## src/rtl/div_operand_sequencer.sv

```systemverilog
// div_operand_sequencer
//
// Buffers dividend/divisor pairs in a small FIFO and feeds them one at a
// time to an external 4-bit divider. The divider's quotient and remainder
// are held on out_* until the consumer takes them. Results come out in
// push order.
//
// Optional feature macro: DIV_ZERO_BYPASS_EN
//   defined   : a pair with divisor 0 skips the divider. It produces a result
//               right away with out_q=4'hF, out_r=dividend and out_dz=1.
//               drop_pulse is tied low.
//   undefined : a pair with divisor 0 is discarded. drop_pulse pulses for
//               one cycle and no result is produced.
//
// Ports
//   clock       in   rising-edge clock
//   reset       in   asynchronous, active-high reset
//   in_valid    in   operand pair offered
//   in_a/in_b   in   dividend / divisor (4 bits each)
//   in_ready    out  FIFO not full
//   div_start   out  one-cycle start pulse to the divider
//   div_a/div_b out  operands to the divider, held until its result is taken
//   div_q/div_r in   divider quotient / remainder
//   div_done    in   divider finished (level)
//   out_valid   out  result held
//   out_q/out_r out  quotient / remainder
//   out_dz      out  result is a divide-by-zero
//   out_ready   in   consumer accepts the result
//   drop_pulse  out  one-cycle pulse when a zero-divisor pair is discarded
//
// State  | meaning
// IDLE   | waiting for a pair in the FIFO; pops the head when one is present
// ISSUE  | div_start high for this single cycle
// WAIT   | waiting for div_done (ignored in the first cycle)
// RESULT | out_valid high, holding the result until out_ready

module div_operand_sequencer #(
    parameter int DEPTH = 4
) (
    input  logic       clock,
    input  logic       reset,
    input  logic       in_valid,
    input  logic [3:0] in_a,
    input  logic [3:0] in_b,
    output logic       in_ready,
    output logic       div_start,
    output logic [3:0] div_a,
    output logic [3:0] div_b,
    input  logic [3:0] div_q,
    input  logic [3:0] div_r,
    input  logic       div_done,
    output logic       out_valid,
    output logic [3:0] out_q,
    output logic [3:0] out_r,
    output logic       out_dz,
    input  logic       out_ready,
    output logic       drop_pulse
);

    localparam int AW = $clog2(DEPTH);
    localparam logic [AW:0] FULL_CNT = DEPTH[AW:0];

    typedef enum logic [1:0] {
        IDLE   = 2'd0,
        ISSUE  = 2'd1,
        WAIT   = 2'd2,
        RESULT = 2'd3
    } state_t;

    state_t state, state_nxt;

    logic [7:0]    mem [DEPTH];
    logic [AW-1:0] wr_ptr;
    logic [AW-1:0] rd_ptr;
    logic [AW:0]   count;
    logic          push;
    logic          pop;
    logic          empty;
    logic [3:0]    head_a;
    logic [3:0]    head_b;

    logic wait_first, wait_first_nxt;
    logic load_div;
    logic load_res;
`ifdef DIV_ZERO_BYPASS_EN
    logic load_dz;
`else
    logic drop_nxt;
    logic drop_q;
`endif

    // ---------------- operand FIFO ----------------
    assign in_ready = (count != FULL_CNT);
    assign empty    = (count == '0);
    assign push     = in_valid && in_ready;
    assign head_a   = mem[rd_ptr][7:4];
    assign head_b   = mem[rd_ptr][3:0];

    always_ff @(posedge clock) begin
        if (push) begin
            mem[wr_ptr] <= {in_a, in_b};
        end
    end

    // Pointers are AW bits wide, so they wrap at DEPTH by themselves.
    always_ff @(posedge clock or posedge reset) begin
        if (reset) begin
            wr_ptr <= '0;
            rd_ptr <= '0;
            count  <= '0;
        end else begin
            if (push) begin
                wr_ptr <= wr_ptr + 1'b1;
            end
            if (pop) begin
                rd_ptr <= rd_ptr + 1'b1;
            end
            case ({push, pop})
                2'b10:   count <= count + 1'b1;
                2'b01:   count <= count - 1'b1;
                default: ;
            endcase
        end
    end

    // ---------------- sequencing FSM ----------------
    always_ff @(posedge clock or posedge reset) begin
        if (reset) begin
            state      <= IDLE;
            wait_first <= 1'b0;
        end else begin
            state      <= state_nxt;
            wait_first <= wait_first_nxt;
        end
    end

    always_comb begin
        state_nxt      = state;
        wait_first_nxt = wait_first;
        pop            = 1'b0;
        load_div       = 1'b0;
        load_res       = 1'b0;
`ifdef DIV_ZERO_BYPASS_EN
        load_dz        = 1'b0;
`else
        drop_nxt       = 1'b0;
`endif
        case (state)
            IDLE: begin
                if (!empty) begin
                    pop      = 1'b1;
                    load_div = 1'b1;
                    if (head_b == 4'd0) begin
`ifdef DIV_ZERO_BYPASS_EN
                        load_dz   = 1'b1;
                        state_nxt = RESULT;
`else
                        drop_nxt  = 1'b1;
`endif
                    end else begin
                        state_nxt = ISSUE;
                    end
                end
            end
            ISSUE: begin
                state_nxt      = WAIT;
                wait_first_nxt = 1'b1;
            end
            WAIT: begin
                // div_done is a level that may still be high from the previous
                // operation, so the first WAIT cycle never samples it.
                wait_first_nxt = 1'b0;
                if (!wait_first && div_done) begin
                    load_res  = 1'b1;
                    state_nxt = RESULT;
                end
            end
            RESULT: begin
                if (out_ready) begin
                    state_nxt = IDLE;
                end
            end
            default: state_nxt = IDLE;
        endcase
    end

    assign div_start = (state == ISSUE);
    assign out_valid = (state == RESULT);

    // ---------------- operand / result registers ----------------
    always_ff @(posedge clock or posedge reset) begin
        if (reset) begin
            div_a  <= 4'd0;
            div_b  <= 4'd0;
            out_q  <= 4'd0;
            out_r  <= 4'd0;
            out_dz <= 1'b0;
        end else begin
            if (load_div) begin
                div_a <= head_a;
                div_b <= head_b;
            end
            if (load_res) begin
                out_q  <= div_q;
                out_r  <= div_r;
                out_dz <= 1'b0;
            end
`ifdef DIV_ZERO_BYPASS_EN
            if (load_dz) begin
                out_q  <= 4'hF;
                out_r  <= head_a;
                out_dz <= 1'b1;
            end
`endif
        end
    end

`ifdef DIV_ZERO_BYPASS_EN
    assign drop_pulse = 1'b0;
`else
    always_ff @(posedge clock or posedge reset) begin
        if (reset) begin
            drop_q <= 1'b0;
        end else begin
            drop_q <= drop_nxt;
        end
    end

    assign drop_pulse = drop_q;
`endif

endmodule

```

## config.mk

```make
export PLATFORM = sky130hd
export DESIGN_NAME = div_operand_sequencer
export DESIGN_NICKNAME = d
export VERILOG_FILES = /design/src/rtl/div_operand_sequencer.sv
export SDC_FILE = /design/constraint.sdc
export NUM_CORES = 1
export LEC_CHECK = 0
export ABC_AREA = 1
export CELL_PAD_IN_SITES_DETAIL_PLACEMENT = 0
export CELL_PAD_IN_SITES_GLOBAL_PLACEMENT = 1
export CORE_UTILIZATION = 43
export CTS_BUF_LIST = sky130_fd_sc_hd__clkbuf_2 sky130_fd_sc_hd__clkbuf_4 sky130_fd_sc_hd__clkbuf_8
export CTS_CLUSTER_SIZE = 24
export DETAILED_ROUTE_END_ITERATION = 16
export PLACE_DENSITY_LB_ADDON = 0.1
export SLEW_MARGIN = 40
export SYNTH_ARGS = -nofsm -noshare
export SYNTH_HDL_FRONTEND = slang
export SYNTH_SLANG_ARGS = --single-unit
```

## constraint.sdc

```tcl
create_clock -name clock -period 2.5 [get_ports clock]
set_input_delay 0.375 -clock clock [delete_from_list [all_inputs] [get_ports clock]]
set_output_delay 0.375 -clock clock [all_outputs]
set_load 0.05 [all_outputs]
```

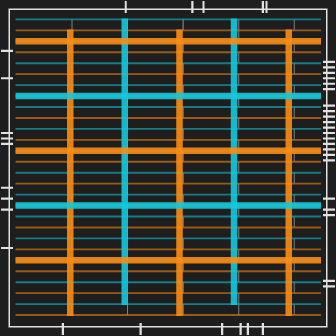
**Above:** run 1 (power grid).
Pins as bars on the die edge. Tap cells in gray.
Key: cyan = VDD; orange = VSS
The core has 27 rows. 42 signal pins sit on the boundary.
floorplan die height: 78.5 um
horizontal die dimension: 78.5 um
largest vdd supply drop: 720 uV
core area: 5570 um2

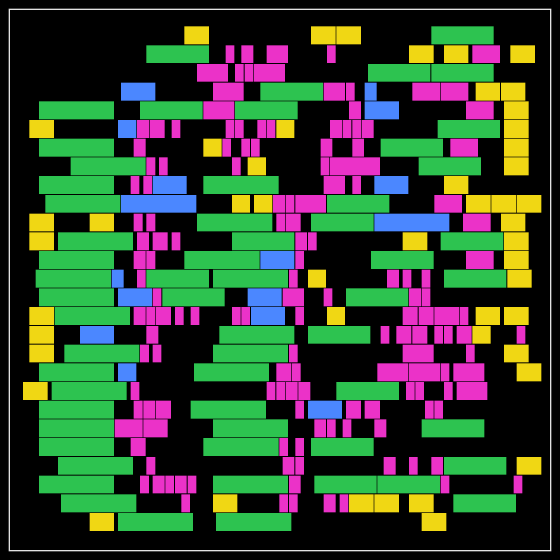
**Above:** run 1 (cells colored by class).
Key: yellow = remaining buffers and delay cells [cells 48]; blue = clock drivers and dummy loads [cells 16]; green = sequential cells [cells 59]; magenta = remaining logic cells [cells 148]
proportion of cell area occupied by registers: 50.5%
Util after Layout: 58.1%
Finished Cell Area: 3240 um2

==> impl_table.tex, run 1 <==
% Implementation results table
\begin{tabular}{lr}
\hline
Metric & Value \\
\hline
\multicolumn{2}{l}{\textbf{Outcome}} \\
\quad Status & completed \\
\multicolumn{2}{l}{\textbf{Clocking}} \\
\quad Maximum level of the CTS H-tree & 3 \\
\multicolumn{2}{l}{\textbf{Timing}} \\
\quad Number of setup violations in the final report & 0 \\
\multicolumn{2}{l}{\textbf{Synthesis}} \\
\quad Number of flip-flops and latches in the synthesized netlist & 59 \\
\quad Synth area leaders & sky130\_fd\_sc\_hd\_\_edfxtp\_1 (38\%), sky130\_fd\_sc\_hd\_\_dfrtp\_1 (27\%), sky130\_fd\_sc\_hd\_\_ha\_1 (5.0\%) \\
\quad Post-synthesis instance area & roughly 2500 um2 \\
\quad Avg Cell Area, Syn & between 10 and 15 um2 \\
\multicolumn{2}{l}{\textbf{Global route}} \\
\quad Number of antenna violations at the first check in global routing & 0 \\
\quad Total Routing Usage GR & 16.5\% \\
\multicolumn{2}{l}{\textbf{Setup path}} \\
\quad Worst path cell trace & inv\_1 > ha\_1 > clkdlybuf4s50\_1 \\
\quad Crit path launch type & flop \\
\quad Setup CP Type & flop to output pin \\
\multicolumn{2}{l}{\textbf{Floorplan}} \\
\quad Effective utilization at floorplan & 45.1\% \\
\quad Cell Rows & 27 \\
\multicolumn{2}{l}{\textbf{Worst hold path}} \\
\quad Path class of the lowest-slack min-delay path & input port to async pin \\
\multicolumn{2}{l}{\textbf{Power}} \\
\quad Power after layout & approximately 0.0045 W \\
\quad Leakage & 1.36 nW \\
\multicolumn{2}{l}{\textbf{Drt}} \\
\quad Met3 wire length & 268 um \\
\quad Length of routed met2 wiring & approximately 2.0 mm \\
\quad Total wire length after detailed routing & 4.29 mm \\
\multicolumn{2}{l}{\textbf{Layout}} \\
\quad Highest-count cells in the layout ignoring fill and taps & sky130\_fd\_sc\_hd\_\_clkdlybuf4s50\_1 (40), sky130\_fd\_sc\_hd\_\_edfxtp\_1 (32), sky130\_fd\_sc\_hd\_\_nor2\_1 (30), sky130\_fd\_sc\_hd\_\_nand2\_1 (30), sky130\_fd\_sc\_hd\_\_dfrtp\_1 (27) \\
\multicolumn{2}{l}{\textbf{Run}} \\
\quad OpenROAD warning count & 33 \\
\hline
\end{tabular}
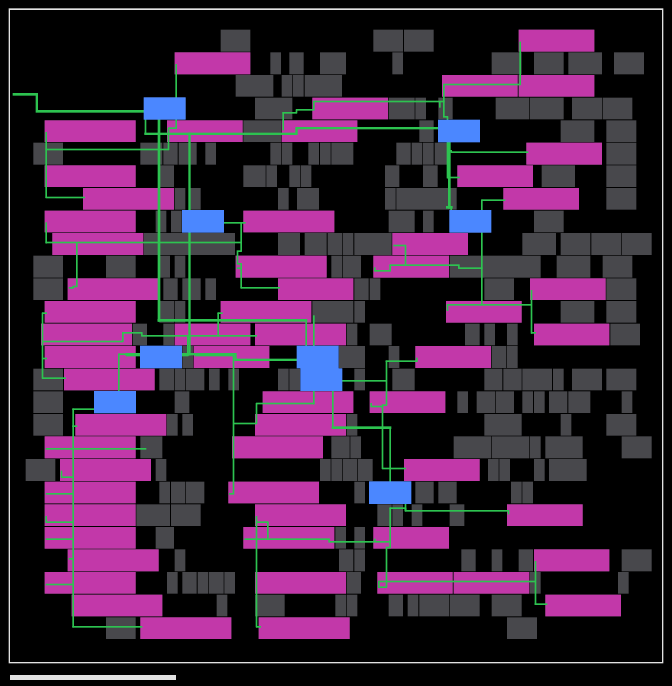
**Above:** run 1 (clock network drawn from the DEF).
Scale bar: 20 um.
Key: blue = clock-net drivers [count 9]; magenta = flip-flops [count 59]; green = clock wires [length 694 um]
There are 10 routed clock nets. Position of the flops: spread over the die.
Layout Skew: 0.00944 ns
insertion delay to the later sink of the worst-skew pair: 0.33 ns
clock network power: 0.000948 W

-- run 1: through the flow --
stage / instance area, um2 / instances
floorplan: 2520 / 213
global placement: 3020 / 327
detailed placement: 3020 / 327
CTS: 3240 / 343
global route: 3240 / 343
finish: 3240 / 343
-- run 1: sequential cells by signal, summed over array words and instances (netlist names), 3 cells and up --
register and count:
mem 32, div_a 4, div_b 4, out_q 4
out_r 4, count 3
-- run 1: area by class of cell --
cell class / instances / area [um2]
fill: 480 / 2330
sequential: 59 / 1640
multi-input combinational: 128 / 752
timing repair buffer: 48 / 460
clock buffer: 11 / 145
tap: 72 / 90.1
clock inverter: 5 / 77.6
inverter: 20 / 77.6
-- run 1: routing by layer --
metal	vias up	global-route usage, %
met2	50	25.6
met1	724	20.4
li1	811	-
met3	7	5.93
met5	-	0
met4	0	7.78
-- run 1: path summary, 6_finish.rpt --
kind	to	from	slack (ns)
hold reg to reg	count[0]	count[0]	0.47
hold / removal	div_b[2]	reset	0.41
min in group clock	count[0]	count[0]	0.47
setup reg to reg	count[2]	state[0]	0.51
max in group asynchronous	wr_ptr[1]	reset	1.82
setup / recovery	div_start	state[1]	0.34
-- run 1: worst max-delay path, delay by kind of cell (launching register included) --
kind       cells  cell delay (ns)
buf+inv        2             0.90
flops          1             0.41
fa+ha+maj      1             0.15
-- run 1: cell families after synthesis --
family          share of synthesized area [%]
mux                                      3.58
flops                                    65.0
simple gates                             14.2
fa+ha+maj                                5.77
buf+inv                                  5.07
other cells                             0.149
compound gates                           4.82
xor+xnor                                 1.39
-- run 1: power by group --
group,leakage (nW),total [W],switching [W],internal [W]
registers,0.614,0.00155,0.000187,0.00136
logic,0.631,0.00202,0.00129,0.000733
clock network,0.113,0.000948,0.000352,0.000596
total,1.36,0.00452,0.00183,0.00269
-- run 1: synthesized netlist by cell type, types with 3 or more instances --
master	number
sky130_fd_sc_hd__ha_1	10
sky130_fd_sc_hd__mux2_2	8
sky130_fd_sc_hd__xor2_1	3
sky130_fd_sc_hd__nand2_1	30
sky130_fd_sc_hd__nand2_2	4
sky130_fd_sc_hd__buf_4	3
sky130_fd_sc_hd__dfrtp_1	27
sky130_fd_sc_hd__a21oi_1	3
sky130_fd_sc_hd__edfxtp_1	32
sky130_fd_sc_hd__o21ai_0	15
sky130_fd_sc_hd__a31oi_1	4
sky130_fd_sc_hd__inv_1	17
sky130_fd_sc_hd__nor2_1	30
sky130_fd_sc_hd__nand3_1	9
**Run 1: routing congestion**

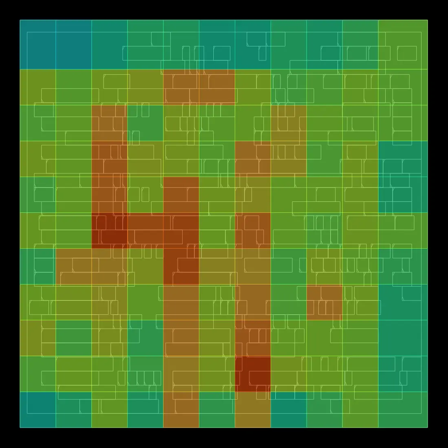

==> run 2, diff against run 1 <==
--- a/config.mk
+++ b/config.mk
@@ -5,10 +5,9 @@
 export SDC_FILE = /design/constraint.sdc
 export NUM_CORES = 1
 export LEC_CHECK = 0
-export ABC_AREA = 1
 export CELL_PAD_IN_SITES_DETAIL_PLACEMENT = 0
 export CELL_PAD_IN_SITES_GLOBAL_PLACEMENT = 1
-export CORE_UTILIZATION = 43
+export CORE_UTILIZATION = 46
 export CTS_BUF_LIST = sky130_fd_sc_hd__clkbuf_2 sky130_fd_sc_hd__clkbuf_4 sky130_fd_sc_hd__clkbuf_8
 export CTS_CLUSTER_SIZE = 24
 export DETAILED_ROUTE_END_ITERATION = 16
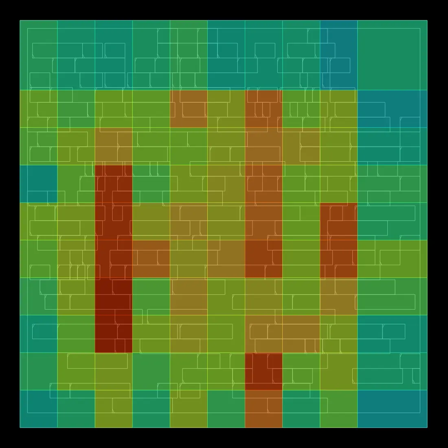
**Above:** run 2 (routing congestion).
most utilized layer in the global route result: met2
post-DR wirelength/cell: 15.7 um
Util after Layout: 60.9%
Total Routing Usage GR: 17.2%
met1 usage: 21.5%

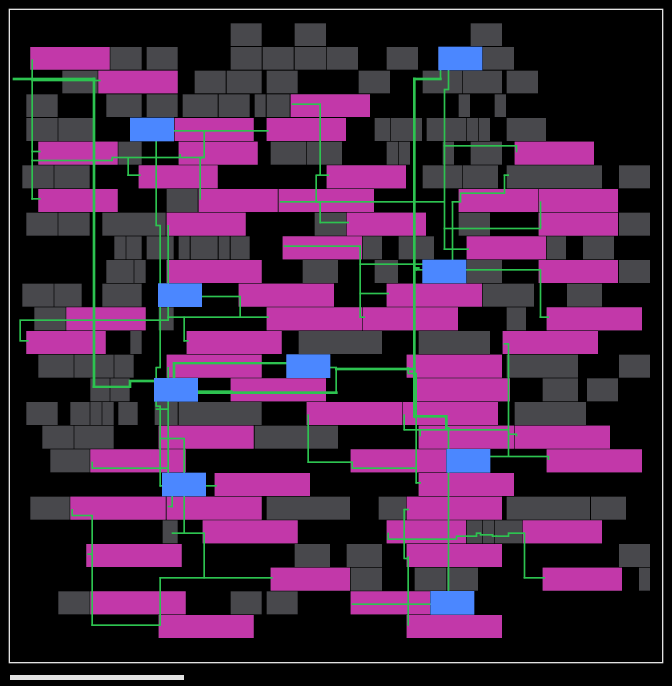
**Above:** run 2 (clock network drawn from the DEF).
Scale bar: 20 um.
Key: blue = clock-net drivers [count 9]; magenta = flip-flops [count 59]; green = clock wires [length 727 um]
Position of the flops: spread over the die. There are 10 routed clock nets.
clock network power: 0.000817 W
clock network power share: 19.2%

==> impl_table.tex, run 2 <==
% Implementation results table
\begin{tabular}{lr}
\hline
Metric & Value \\
\hline
\multicolumn{2}{l}{\textbf{Clocking}} \\
\quad Clk sink count & 59 (unchanged) \\
\quad Buffer depth of the longest clock path & 2 (unchanged) \\
\quad Maximum level of the CTS H-tree & 3 (unchanged) \\
\quad Number of buffers added by the clock tree synthesis step & 9 (unchanged) \\
\quad Insertion delay to the later sink of the worst-skew pair & 0.33 ns (about the same) \\
\multicolumn{2}{l}{\textbf{Power}} \\
\quad Largest vdd supply drop & 598 uV (was 720 uV) \\
\quad Leakage & 1.26 nW (was 1.36 nW) \\
\multicolumn{2}{l}{\textbf{Timing}} \\
\quad Ratio of final minimum period to clock period & 90.2\% (was 86.4\%) \\
\quad Fin Setup TNS & 0 ns (unchanged) \\
\quad Layout Skew & 0.00710 ns (was 0.00944 ns) \\
\quad Maximum frequency from static timing analysis & 444 MHz (was 463 MHz) \\
\quad Number of setup violations in the final report & 0 (unchanged) \\
\quad Worst path setup slack after routing & 0.246 ns (was 0.339 ns) \\
\multicolumn{2}{l}{\textbf{Layout}} \\
\quad Finished Cell Area & 3110 um2 (was 3240 um2) \\
\quad Share of layout cells above drive strength 1 & 19.8\% (was 16.2\%) \\
\quad Largest register FFs & 32 (unchanged) \\
\quad Largest reg by FF count & mem (unchanged) \\
\quad Highest-count cells in the layout ignoring fill and taps & sky130\_fd\_sc\_hd\_\_clkdlybuf4s50\_1 (40), sky130\_fd\_sc\_hd\_\_edfxtp\_1 (32), sky130\_fd\_sc\_hd\_\_dfrtp\_1 (27) (was sky130\_fd\_sc\_hd\_\_clkdlybuf4s50\_1 (40), sky130\_fd\_sc\_hd\_\_edfxtp\_1 (32), sky130\_fd\_sc\_hd\_\_nor2\_1 (30), sky130\_fd\_sc\_hd\_\_nand2\_1 (30), sky130\_fd\_sc\_hd\_\_dfrtp\_1 (27)) \\
\multicolumn{2}{l}{\textbf{Floorplan}} \\
\quad Horizontal die dimension & 74.9 um (was 78.5 um) \\
\quad Core area & 5110 um2 (was 5570 um2) \\
\quad Floorplan die height & 74.9 um (was 78.5 um) \\
\quad Cell Rows & 26 (was 27) \\
\quad Effective utilization at floorplan & 47.9\% (was 45.1\%) \\
\multicolumn{2}{l}{\textbf{Synthesis}} \\
\quad Number of flip-flops and latches in the synthesized netlist & 59 (unchanged) \\
\quad Avg Cell Area, Syn & 17.7 um2 (was 11.8 um2) \\
\quad Most popular library cell in the synthesized design by count & sky130\_fd\_sc\_hd\_\_edfxtp\_1 (unchanged) \\
\quad Post-synthesis cell type count & 26 (was 28) \\
\quad Part of the Yosys area used for sequential elements & 66.9\% (was 65.0\%) \\
\quad Most common library cells after synthesis & sky130\_fd\_sc\_hd\_\_edfxtp\_1 (32), sky130\_fd\_sc\_hd\_\_dfrtp\_1 (27), sky130\_fd\_sc\_hd\_\_mux2\_2 (17), sky130\_fd\_sc\_hd\_\_inv\_1 (11), sky130\_fd\_sc\_hd\_\_ha\_1 (10) (was sky130\_fd\_sc\_hd\_\_edfxtp\_1 (32), sky130\_fd\_sc\_hd\_\_nand2\_1 (30), sky130\_fd\_sc\_hd\_\_nor2\_1 (30), sky130\_fd\_sc\_hd\_\_dfrtp\_1 (27), sky130\_fd\_sc\_hd\_\_inv\_1 (17)) \\
\quad Post-synthesis instance area & 2450 um2 (was 2520 um2) \\
\quad Synth area leaders & sky130\_fd\_sc\_hd\_\_edfxtp\_1 (39\%), sky130\_fd\_sc\_hd\_\_dfrtp\_1 (28\%), sky130\_fd\_sc\_hd\_\_mux2\_2 (7.8\%) (was sky130\_fd\_sc\_hd\_\_edfxtp\_1 (38\%), sky130\_fd\_sc\_hd\_\_dfrtp\_1 (27\%), sky130\_fd\_sc\_hd\_\_ha\_1 (5.0\%)) \\
\quad Post-synth tally of flip-flops with integrated enable & 32 (unchanged) \\
\quad Yosys cell count & 138 (was 213) \\
\multicolumn{2}{l}{\textbf{Worst hold path}} \\
\quad Path class of the lowest-slack min-delay path & input port to async pin (unchanged) \\
\multicolumn{2}{l}{\textbf{Global route}} \\
\quad Number of antenna violations at the first check in global routing & 0 (unchanged) \\
\multicolumn{2}{l}{\textbf{Run}} \\
\quad OpenROAD warning count & 33 (unchanged) \\
\multicolumn{2}{l}{\textbf{Placement}} \\
\quad Placed Instance Area & 2920 um2 (was 3020 um2) \\
\quad Input/output buffers & 40 (unchanged) \\
\multicolumn{2}{l}{\textbf{Setup path}} \\
\quad Depth of the worst register-to-register path & 4 (was 10) \\
\quad Setup CP Type & flop to flop (was flop to output pin) \\
\quad Crit path launch type & flop (unchanged) \\
\quad Worst reg-to-reg setup slack & 0.25 ns (was 0.51 ns) \\
\quad Required time at the worst-slack endpoint & 2.71 ns (was 2.12 ns) \\
\quad Worst reg2reg path startpoint & rd\_ptr[0] (was state[0]) \\
\quad Endpoint of the worst register-to-register path & state[1] (was count[2]) \\
\multicolumn{2}{l}{\textbf{Outcome}} \\
\quad Status & completed (unchanged) \\
\multicolumn{2}{l}{\textbf{Drt}} \\
\quad Total wire length after detailed routing & 4.12 mm (was 4.29 mm) \\
\hline
\end{tabular}
[run 2: routing by layer]
layer | track usage, % | wire length, um | up-vias
li1 | - | - | 605
met1 | 21.5 | 1850 | 659
met2 | 26.7 | 2060 | 28
met3 | 4.02 | 129 | 6
met4 | 11.9 | 74 | 0
met5 | 0 | 0 | -
[run 2: kinds of logic (layout without fill, tap and decap cells)]
| group | Yosys count | after routing | share of synthesized area, % |
|---|---|---|---|
| compound gates | 2 | 2 | 1.07 |
| xor+xnor | 6 | 6 | 2.15 |
| fa+ha+maj | 11 | 11 | 5.93 |
| buf+inv | 15 | 69 | 2.81 |
| flops | 59 | 59 | 66.9 |
| mux | 29 | 29 | 17.6 |
| other cells | 1 | 1 | 0.153 |
| simple gates | 15 | 15 | 3.33 |
[run 2: through the flow]
stage / hold slack, ns / cells / total power (W)
4_1_cts: 0.410 / 262 / 0.00431
2_1_floorplan: 0.428 / 138 / 0.00293
3_3_place_gp: 0.475 / 246 / 0.00341
3_5_place_dp: 0.492 / 246 / 0.00348
6_report: 0.414 / 262 / 0.00425
5_1_grt: 0.442 / 262 / 0.00449
[run 2: how the worst max path moves through the flow]
stage	cells after the start	start	slack [ns]	to
final	4	rd_ptr[0]	0.25	state[1]
after global placement	4	rd_ptr[0]	0.26	state[1]
after CTS	4	rd_ptr[0]	0.22	state[1]
after global routing	4	rd_ptr[0]	0.13	state[1]
after floorplan	10	count[0]	0.08	count[2]
after detailed placement	4	rd_ptr[0]	0.22	state[1]
[run 2: final cells by class]
type / instances / area (um2)
well taps: 70 / 87.6
clock buffers: 10 / 131
repair buffers: 42 / 415
inverters: 11 / 41.3
clock inverters: 6 / 56.3
multi-input cells: 64 / 741
fillers: 383 / 2000
flip-flops and latches: 59 / 1640
[run 2: critical path, stage by stage, from the launching register on]
cell and delay (ns):
sky130_fd_sc_hd__dfrtp_1 0.66, sky130_fd_sc_hd__mux4_2 0.62, sky130_fd_sc_hd__o41ai_2 0.37, sky130_fd_sc_hd__a222oi_1 0.16, sky130_fd_sc_hd__mux2_1 0.33
[run 2: report_power, final]
group | total (W) | internal, W | switching (W)
registers | 0.00158 | 0.00137 | 0.000207
logic | 0.00185 | 0.000790 | 0.00106
clock network | 0.000817 | 0.000462 | 0.000355
total | 0.00425 | 0.00262 | 0.00162
Power and IR drop assume default switching activity.
